[src/rtl/fetch_prefetch_queue.sv]
`default_nettype none
// ============================================================================
// Module      : fetch_prefetch_queue
// Description : RV32I fetch front end. Owns the fetch PC, issues pipelined
//               imem reads and buffers {pc, inst} pairs in a DEPTH-entry FIFO.
// Revision    : 1.0 - initial release
// ============================================================================
module fetch_prefetch_queue #(
    parameter int unsigned     XLEN      = 32,
    parameter int unsigned     DEPTH     = 4,
    parameter int unsigned     MAX_OUTST = 2,
    parameter logic [XLEN-1:0] RESET_PC  = '0
) (
    input  logic            clk,
    input  logic            reset,
    input  logic            redirect_valid,
    input  logic [XLEN-1:0] redirect_pc,
    output logic            imem_req,
    output logic [XLEN-1:0] imem_addr,
    input  logic            imem_gnt,
    input  logic            imem_rvalid,
    input  logic [XLEN-1:0] imem_rdata,
    output logic            inst_valid,
    output logic [XLEN-1:0] inst_data,
    output logic [XLEN-1:0] inst_pc,
    input  logic            inst_ready,
    output logic            proto_err
);

    localparam int unsigned     c_PTR_W = $clog2(DEPTH);
    localparam int unsigned     c_CNT_W = $clog2(DEPTH + 1);
    localparam int unsigned     c_OUT_W = $clog2(MAX_OUTST + 1);
    localparam int unsigned     c_SUM_W = ((c_CNT_W > c_OUT_W) ? c_CNT_W : c_OUT_W) + 1;
    localparam logic [XLEN-1:0] c_WORD  = XLEN'(4);
    localparam logic [XLEN-1:0] c_ALIGN = ~XLEN'(3);

    logic [XLEN-1:0]    fpc_q, fpc_d;
    logic [XLEN-1:0]    rpc_q, rpc_d;
    logic [c_OUT_W-1:0] outst_q, outst_d;
    logic [c_OUT_W-1:0] discard_q, discard_d;
    logic [c_CNT_W-1:0] count_q, count_d;
    logic [c_PTR_W-1:0] wptr_q, wptr_d;
    logic [c_PTR_W-1:0] rptr_q, rptr_d;
    logic               proto_err_q, proto_err_d;
    logic [XLEN-1:0]    data_q [DEPTH];
    logic [XLEN-1:0]    pc_q   [DEPTH];

    logic [c_OUT_W-1:0] w_live;
    logic [c_SUM_W-1:0] w_fill;
    logic               w_req;
    logic               w_grant;
    logic               w_resp;
    logic               w_stray;
    logic               w_push;
    logic               w_pop;
    logic               w_valid;

    // Queue slots are reserved at issue time: entries held plus live requests.
    assign w_live  = outst_q - discard_q;
    assign w_fill  = c_SUM_W'(count_q) + c_SUM_W'(w_live);
    assign w_req   = reset & ~redirect_valid & (w_fill < c_SUM_W'(DEPTH))
                   & (outst_q < c_OUT_W'(MAX_OUTST));
    assign w_grant = w_req & imem_gnt;
    assign w_resp  = reset & imem_rvalid & (outst_q != '0);
    assign w_stray = reset & imem_rvalid & (outst_q == '0);
    assign w_valid = reset & (count_q != '0);
    assign w_pop   = w_valid & inst_ready & ~redirect_valid;
    assign w_push  = w_resp & ~redirect_valid & (discard_q == '0);

    always_comb begin
        fpc_d       = fpc_q;
        rpc_d       = rpc_q;
        outst_d     = outst_q;
        discard_d   = discard_q;
        count_d     = count_q;
        wptr_d      = wptr_q;
        rptr_d      = rptr_q;
        proto_err_d = proto_err_q | w_stray;
        if (redirect_valid) begin
            // Everything still in flight after this cycle belongs to the old path.
            fpc_d     = redirect_pc & c_ALIGN;
            rpc_d     = redirect_pc & c_ALIGN;
            outst_d   = outst_q - c_OUT_W'(w_resp);
            discard_d = outst_q - c_OUT_W'(w_resp);
            count_d   = '0;
            wptr_d    = '0;
            rptr_d    = '0;
        end else begin
            if (w_grant) begin
                fpc_d = fpc_q + c_WORD;
            end
            outst_d = outst_q + c_OUT_W'(w_grant) - c_OUT_W'(w_resp);
            if (w_resp && (discard_q != '0)) begin
                discard_d = discard_q - 1'b1;
            end
            if (w_push) begin
                rpc_d  = rpc_q + c_WORD;
                wptr_d = wptr_q + 1'b1;
            end
            if (w_pop) begin
                rptr_d = rptr_q + 1'b1;
            end
            count_d = count_q + c_CNT_W'(w_push) - c_CNT_W'(w_pop);
        end
    end

    always_ff @(posedge clk) begin
        if (!reset) begin
            fpc_q       <= RESET_PC;
            rpc_q       <= RESET_PC;
            outst_q     <= '0;
            discard_q   <= '0;
            count_q     <= '0;
            wptr_q      <= '0;
            rptr_q      <= '0;
            proto_err_q <= 1'b0;
        end else begin
            fpc_q       <= fpc_d;
            rpc_q       <= rpc_d;
            outst_q     <= outst_d;
            discard_q   <= discard_d;
            count_q     <= count_d;
            wptr_q      <= wptr_d;
            rptr_q      <= rptr_d;
            proto_err_q <= proto_err_d;
        end
    end

    always_ff @(posedge clk) begin
        if (w_push) begin
            data_q[wptr_q] <= imem_rdata;
            pc_q[wptr_q]   <= rpc_q;
        end
    end

    assign imem_req   = w_req;
    assign imem_addr  = reset ? fpc_q : '0;
    assign inst_valid = w_valid;
    assign inst_data  = w_valid ? data_q[rptr_q] : '0;
    assign inst_pc    = w_valid ? pc_q[rptr_q] : '0;
    assign proto_err  = reset & proto_err_q;

endmodule
`default_nettype wire
[config.mk]
export PLATFORM = sky130hd
export DESIGN_NAME = fetch_prefetch_queue
export DESIGN_NICKNAME = d
export VERILOG_FILES = /design/src/rtl/fetch_prefetch_queue.sv
export SDC_FILE = /design/constraint.sdc
export NUM_CORES = 1
export LEC_CHECK = 0
export CAP_MARGIN = 20
export CORE_UTILIZATION = 50
export CTS_CLUSTER_DIAMETER = 80
export DETAILED_ROUTE_END_ITERATION = 7
export GPL_TIMING_DRIVEN = 0
export PLACE_DENSITY = 0.76
export SYNTH_ARGS = -nofsm -noshare
export SYNTH_HDL_FRONTEND = slang
export SYNTH_SLANG_ARGS = --single-unit
export TNS_END_PERCENT = 5
[constraint.sdc]
create_clock -name clk -period 3.3 [get_ports clk]
set_clock_uncertainty 0.1 [all_clocks]
set_input_delay 0.495 -clock clk [delete_from_list [all_inputs] [get_ports clk]]
set_output_delay 0.495 -clock clk [all_outputs]
set_load 0.05 [all_outputs]
==> impl_metrics.csv, run 1 <==
group,metric,value,unit
status,status,"finished clean",
cts,cts_buffer_depth,3,
timing,finalHoldViolCount,0,
yosys,area_leaders,"edfxtp_1 (55%), dfxtp_1 (11%), mux4_2 (10%)",
job,warnings,32,
yosys,synth_cell_type_count,48,
power_and_ir_drop,p_leak,0.00572,µW
drt,vias,8562,
layout,layout_top_cells,"edfxtp_1 (248), clkdlybuf4s50_1 (98), and2_1 (92)",
job,cap_violations,0,
setup_path,path_max_fanout,10,
yosys,largest_area_cell,"edfxtp_1",
layout,seqCellArea,8930,µm²
setup_path,reg2reg_depth,15,
layout,antennaDiodeCount,0,
timing,slew_viol_final,0,
cts,clkTransAtPathRegs,60,ps
timing,tightest_slew,789,ps
yosys,syn_area,13600,µm²
setup_path,worst-setup-path-type,"flop to output pin",
setup_path,r2r_start,"outst_q[0]",
grt,grt_pass1_vias,8488,
floorplanning,die_area,27900,µm²
floorplanning,core,26800,µm²
drt,wl_met1,13.3,mm
drt,drt.antenna.violating_nets,0,
drt,vias_per_cell,5.64,
placed_design,port_buffers,161,
timing,clock.fmax,0.309,GHz
yosys,synth_warnings,0,
power_and_ir_drop,vdd_drop_max,0.000343,V
grt,grt_usage,21.9,%
floorplanning,initCoreUtil,50.8,%
setup_path,crit_arrival,2640,ps
cts,h-tree-depth,2,
cts,cts_sinks,322,
drt,wl_per_cell,19.8,µm
floorplanning,rows,60,
yosys,ys.flop_type,"edfxtp_1",
yosys,numSynthFlops,322,
cts,hold_buffers,0,
timing,finalSetupViolations,0,
timing,relSlewSlack,47.0,%
min_path,whs_path_depth,3,
layout,final_util,63.0,%
placed_design,hpwlAfterDp,19.5,mm
grt,grt_pass1_wl,47.3,mm
floorplanning,die_w,167,µm
placed_design,gp_congestion,0.885,
drt,wl_met2,14.5,mm
cts,cts_tree,"yes",
yosys,synth_seq_share,65.6,%
layout,drive_above_1_share,17.5,%
setup_path,r2r_setup_slack,80,ps
drt,wl_met3,1.79,mm
drt,first_pass_iters,5,
floorplanning,top_level_ports,169,
yosys,edf_count,248,
yosys,ys_cells,948,
layout,final_common_cell,"edfxtp_1",
power_and_ir_drop,power.total,8700,µW
cts,worstSkewPairLatency,500,ps
layout,logic_area,4390,µm²
grt,antenna_found_initial,0,
[run 1: final cells by class]
class                      count  area share (%)
inverter                      23           0.526
tap                          341            2.53
clock inverter                11           0.600
buffer                        56            1.56
clock buffer                  50            5.91
multi-input combinational    548            26.0
sequential                   322            52.9
timing repair buffer         166            10.0
[run 1: layer usage]
metal | GRT usage, % | vias up
met5 | 0 | -
met4 | 5.39 | 0
met3 | 3.45 | 39
met2 | 36.3 | 314
met1 | 30.4 | 4227
li1 | - | 3982
[run 1: cells in the mapped netlist (18+ instances only)]
library cell  count
a21oi_1          59
and2_1           92
clkbuf_1         43
dfxtp_1          74
edfxtp_1        248
inv_1            22
mux4_2           62
nand2_1          57
nand3_1          21
nand4_1          18
nor2_1           34
nor3_1           20
o21ai_0          36
xnor2_1          26
[run 1: how the worst max path moves through the flow]
| stage | startpoint | endpoint | slack [ps] |
|---|---|---|---|
| final | count_q[2] | inst_data[29] | 70 |
| after floorplan | reset | data_q[0][0] | 40 |
| after CTS | flop | inst_pc[29] | 1 |
| after detailed placement | reset | inst_pc[13] | -490 |
| after global routing | outst_q[0] | outst_q[1] | -120 |
| after global placement | redirect_valid | data_q[0][18] | -1890 |
[run 1: worst max-delay path: stages, from the launching register on]
cell             delay [ps]
dfxtp_1                 410
nor3_1                  110
nor2_1                  310
clkbuf_2                380
clkbuf_1                350
and2_1                  200
clkdlybuf4s15_2         370
[run 1: cell families after synthesis]
| logic type | Yosys count | share of synthesized area (%) |
|---|---|---|
| buf+inv | 81 | 2.38 |
| other cells | 1 | 0.0276 |
| simple gates | 291 | 11.7 |
| compound gates | 126 | 5.24 |
| xor+xnor | 43 | 2.77 |
| fa+ha+maj | 15 | 1.43 |
| mux | 69 | 10.8 |
| flops | 322 | 65.6 |
[run 1: registers in the layout, summed over array words and instances (netlist names), named ones only]
name	flops
data_q	128
pc_q	120
fpc_q	30
rpc_q	30
count_q	3
discard_q	2
outst_q	2
rptr_q	2
wptr_q	2
proto_err_q	1
[run 1: report_power, final]
part	switching (µW)	internal, µW
clock network	1470	2250
registers	89.8	4430
logic	264	193
[run 1: per-stage QoR]
stage	hold slack [ps]	instances	worst slack (ps)	setup TNS, ps	instance area (µm²)
floorplan	329	951	38.4	0	13600
global placement	356	1453	-1890	-486210	15700
detailed placement	385	1457	-488	-23670	15800
CTS	303	1516	1.47	0	16900
global route	344	1517	-124	-475	16900
finish	339	1517	68.0	0	16900
[run 1: timing repair]
item | 4_1_cts | 5_1_grt
pin swaps | 0 | 1
gates resized | 177 | 36
endpoints found under the setup margin | 65 | 49
setup buffers | 0 | 1
Figure 1. Logic cells by family (run 1).
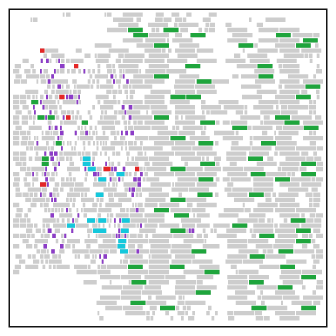
non-inverting ao/oa cells -> red  # cells 7
mux cells -> green  # cells 69
fa/ha/maj cells -> cyan  # cells 15
nand cells -> purple  # cells 99

Figure 2. Sequential cells colored by netlist name (run 1).
Other sequential cells in the stronger gray, the rest of the logic in the fainter gray.
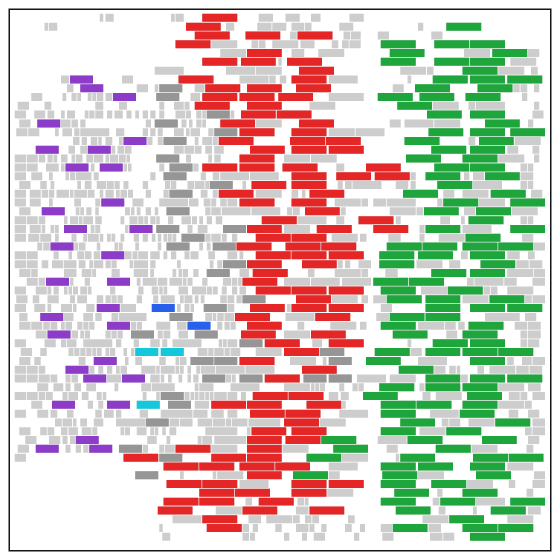
`fpc_q` -> purple  # flops 30
`data_q` -> green  # flops 128, where a column on the right
`pc_q` -> red  # flops 120, where a column down the middle
`discard_q` -> blue  # flops 2
`count_q` -> cyan  # flops 3
not colored = 39

Figure 3. M3 wires (run 1).
The bar under the picture is 50 µm long.
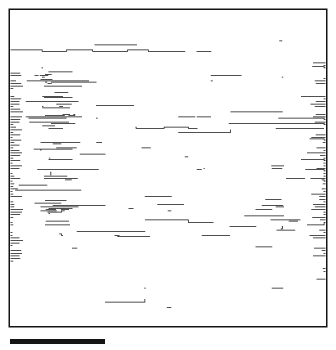
wire length on this layer = 1790 µm
nets with wire on the layer = 189
longest straight run = 50.4 µm
share of all routed wire = 6.0%
main direction = horizontal

==> inputs of run 2 (changes only) <==
--- a/config.mk
+++ b/config.mk
@@ -5,6 +5,7 @@
 export SDC_FILE = /design/constraint.sdc
 export NUM_CORES = 1
 export LEC_CHECK = 0
+export ABC_CLOCK_PERIOD_IN_PS = 3300
 export CAP_MARGIN = 20
 export CORE_UTILIZATION = 50
 export CTS_CLUSTER_DIAMETER = 80
Figure 4. M3 wires (run 2).
The bar under the picture is 50 µm long.
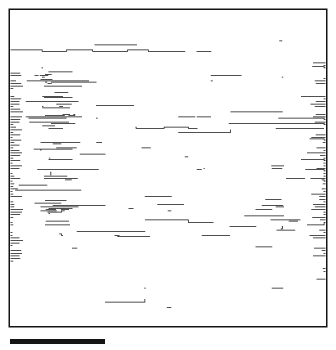
main direction = horizontal
share of all routed wire = 6.0%
wire length on this layer = 1790 µm

==> run 2 against run 1 <==
Combinational power is essentially flat. Clock power about the same. Register-to-register slack about the same. Via count is the same. Final cell count unchanged. Critical path depth did not move. Count of clock-buffer cells in the layout stayed put. Maximum frequency unchanged. Critical path type unchanged. Largest power group unchanged. Highest routed layer unchanged.
==> impl_metrics.csv, run 2 <==
group,metric,value,unit
layout,largest_register_ff_count,128,
power_and_ir_drop,vdd_drop_max,0.000343,V
placed_design,pre_cts_slack,-488,ps
cts,cts_tree,"yes",
cts,hold_buffers,0,
timing,finalSetupViolations,0,
cts,cts_buffer_depth,3,
timing,rsz0062_at_grt,"true",
power_and_ir_drop,seq_power_share,52.0,%
cts,clkTransAtPathRegs,60,ps
power_and_ir_drop,net-switching-power,1820,µW
cts,cts_sinks,322,
floorplanning,die_area,27900,µm²
timing,worst_slack,68.0,ps
timing,clock.fmax,0.309,GHz
yosys,synth_seq_share,65.6,%
timing,relSlewSlack,47.0,%
floorplanning,initCoreUtil,50.8,%
layout,regMostFlops,"data_q",
yosys,synth_warnings,0,
drt,first_pass_iters,5,
grt,grt_pass1_wl,47.3,mm
grt,grt_pass1_vias,8488,
power_and_ir_drop,p_leak,0.00572,µW
cts,worstSkewPairLatency,500,ps
timing,tightest_slew,789,ps
cts,h-tree-depth,2,
floorplanning,top_level_ports,169,
timing,finalHoldViolCount,0,
placed_design,port_buffers,161,
floorplanning,rows,60,
layout,largest_registers,"data_q (128), pc_q (120)",
yosys,yosys_area,13600,µm²
drt,vias_per_cell,5.64,
layout,layout_top_cells,"edfxtp_1 (248), clkdlybuf4s50_1 (98), and2_1 (92)",
layout,final_util,63.0,%
layout,final_common_cell,"edfxtp_1",
drt,drt.antenna.violating_nets,0,
drt,wl_per_cell,19.8,µm
floorplanning,core,26800,µm²
yosys,syn_area,13600,µm²
job,cap_violations,0,
grt,antenna_found_initial,0,
drt,vias,8562,
yosys,largest_area_cell,"edfxtp_1",
yosys,ys.flop_type,"edfxtp_1",
timing,min_period,3230,ps
power_and_ir_drop,combinationalPowerShare,5.3,%
power_and_ir_drop,p_int,6880,µW
status,status,"finished clean",
setup_path,path_max_fanout,10,
floorplanning,die_w,167,µm
timing,slew_viol_final,0,
layout,antennaDiodeCount,0,
yosys,top_cell,"edfxtp_1",
yosys,numSynthFlops,322,
power_and_ir_drop,power_switching_share,20.9,%
setup_path,crit_arrival,2640,ps
job,warnings,32,
yosys,area_leaders,"edfxtp_1 (55%), dfxtp_1 (11%), mux4_2 (10%)",
yosys,common_cells,"edfxtp_1 (248), and2_1 (92), dfxtp_1 (74)",
power_and_ir_drop,pwr-share-clk,42.8,%
setup_path,worst-setup-path-type,"flop to output pin",
placed_design,gp_congestion,0.885,
layout,drive_above_1_share,17.5,%
yosys,synth_cell_type_count,48,
yosys,edf_count,248,
yosys,ys_cells,948,
## run 2: cell counts after synthesis
Identical to the previous run, type by type.
## run 2: stage by stage
stage / std cells / setup TNS (ps) / total power [µW] / area, µm² / hold slack, ps
floorplan: 951 / 0 / 4820 / 13600 / 329
global placement: 1453 / -486210 / 5040 / 15700 / 356
detailed placement: 1457 / -23670 / 5050 / 15800 / 385
CTS: 1516 / 0 / 8770 / 16900 / 303
global route: 1517 / -475 / 8960 / 16900 / 344
finish: 1517 / 0 / 8700 / 16900 / 339
## run 2: power by group through the flow
stage | Sequential [µW] | Combinational (µW) | Clock (µW)
2_1_floorplan | 4570 | 252 | 0
3_3_place_gp | 4600 | 441 | 0
3_5_place_dp | 4600 | 449 | 0
4_1_cts | 4520 | 452 | 3800
5_1_grt | 4530 | 490 | 3940
6_report | 4520 | 457 | 3720
## run 2: final cells by class
cell class	instances	area, µm²
Clock inverter	11	101
Sequential cell	322	8930
Fill cell	1968	9910
Buffer	56	263
Inverter	23	88.8
Timing Repair Buffer	166	1690
Tap cell	341	427
Multi-Input combinational cell	548	4390
Clock buffer	50	998
## run 2: cell families (layout without fill, tap and decap cells)
logic type,count (synthesis),count (layout),synth area share [%]
xor gates and xnor gates,43,43,2.77
adders and majority gates,15,15,1.43
DFF,322,322,65.6
and+or+nand+nor,291,291,11.7
AOI/OAI and AO/OA,126,126,5.24
buffers and inverters,81,306,2.38
muxes,69,69,10.8
other,1,4,0.0276
## run 2: worst paths after layout
check / startpoint / end / slack (ps) / cells past startpoint
setup / recovery: count_q[2] / inst_data[29] / 70 / 6
hold / removal: reset / rpc_q[17] / 340 / 3
setup reg to reg: outst_q[0] / outst_q[1] / 80 / 15
hold reg to reg: proto_err_q / proto_err_q / 400 / 2
## run 2: timing repair
item,4_1_cts,5_1_grt
gates cloned,0,0
setup buffers,0,1
pin swaps,0,1
endpoints found under the setup margin,65,49
gates resized,177,36
## run 2: worst max-delay path, stage by stage, from the launching register on
cell             delay (ps)
dfxtp_1                 410
nor3_1                  110
nor2_1                  310
clkbuf_2                380
clkbuf_1                350
and2_1                  200
clkdlybuf4s15_2         370
## run 2: per-layer routing
metal,track usage [%],part of all wire (%),vias up
li1,-,-,3982
met1,30.4,44,4227
met2,36.3,48,314
met3,3.45,6.0,39
met4,5.39,1.7,0
met5,0,0,-
Power figures rest on the tool's default switching activity, not on a simulated workload.
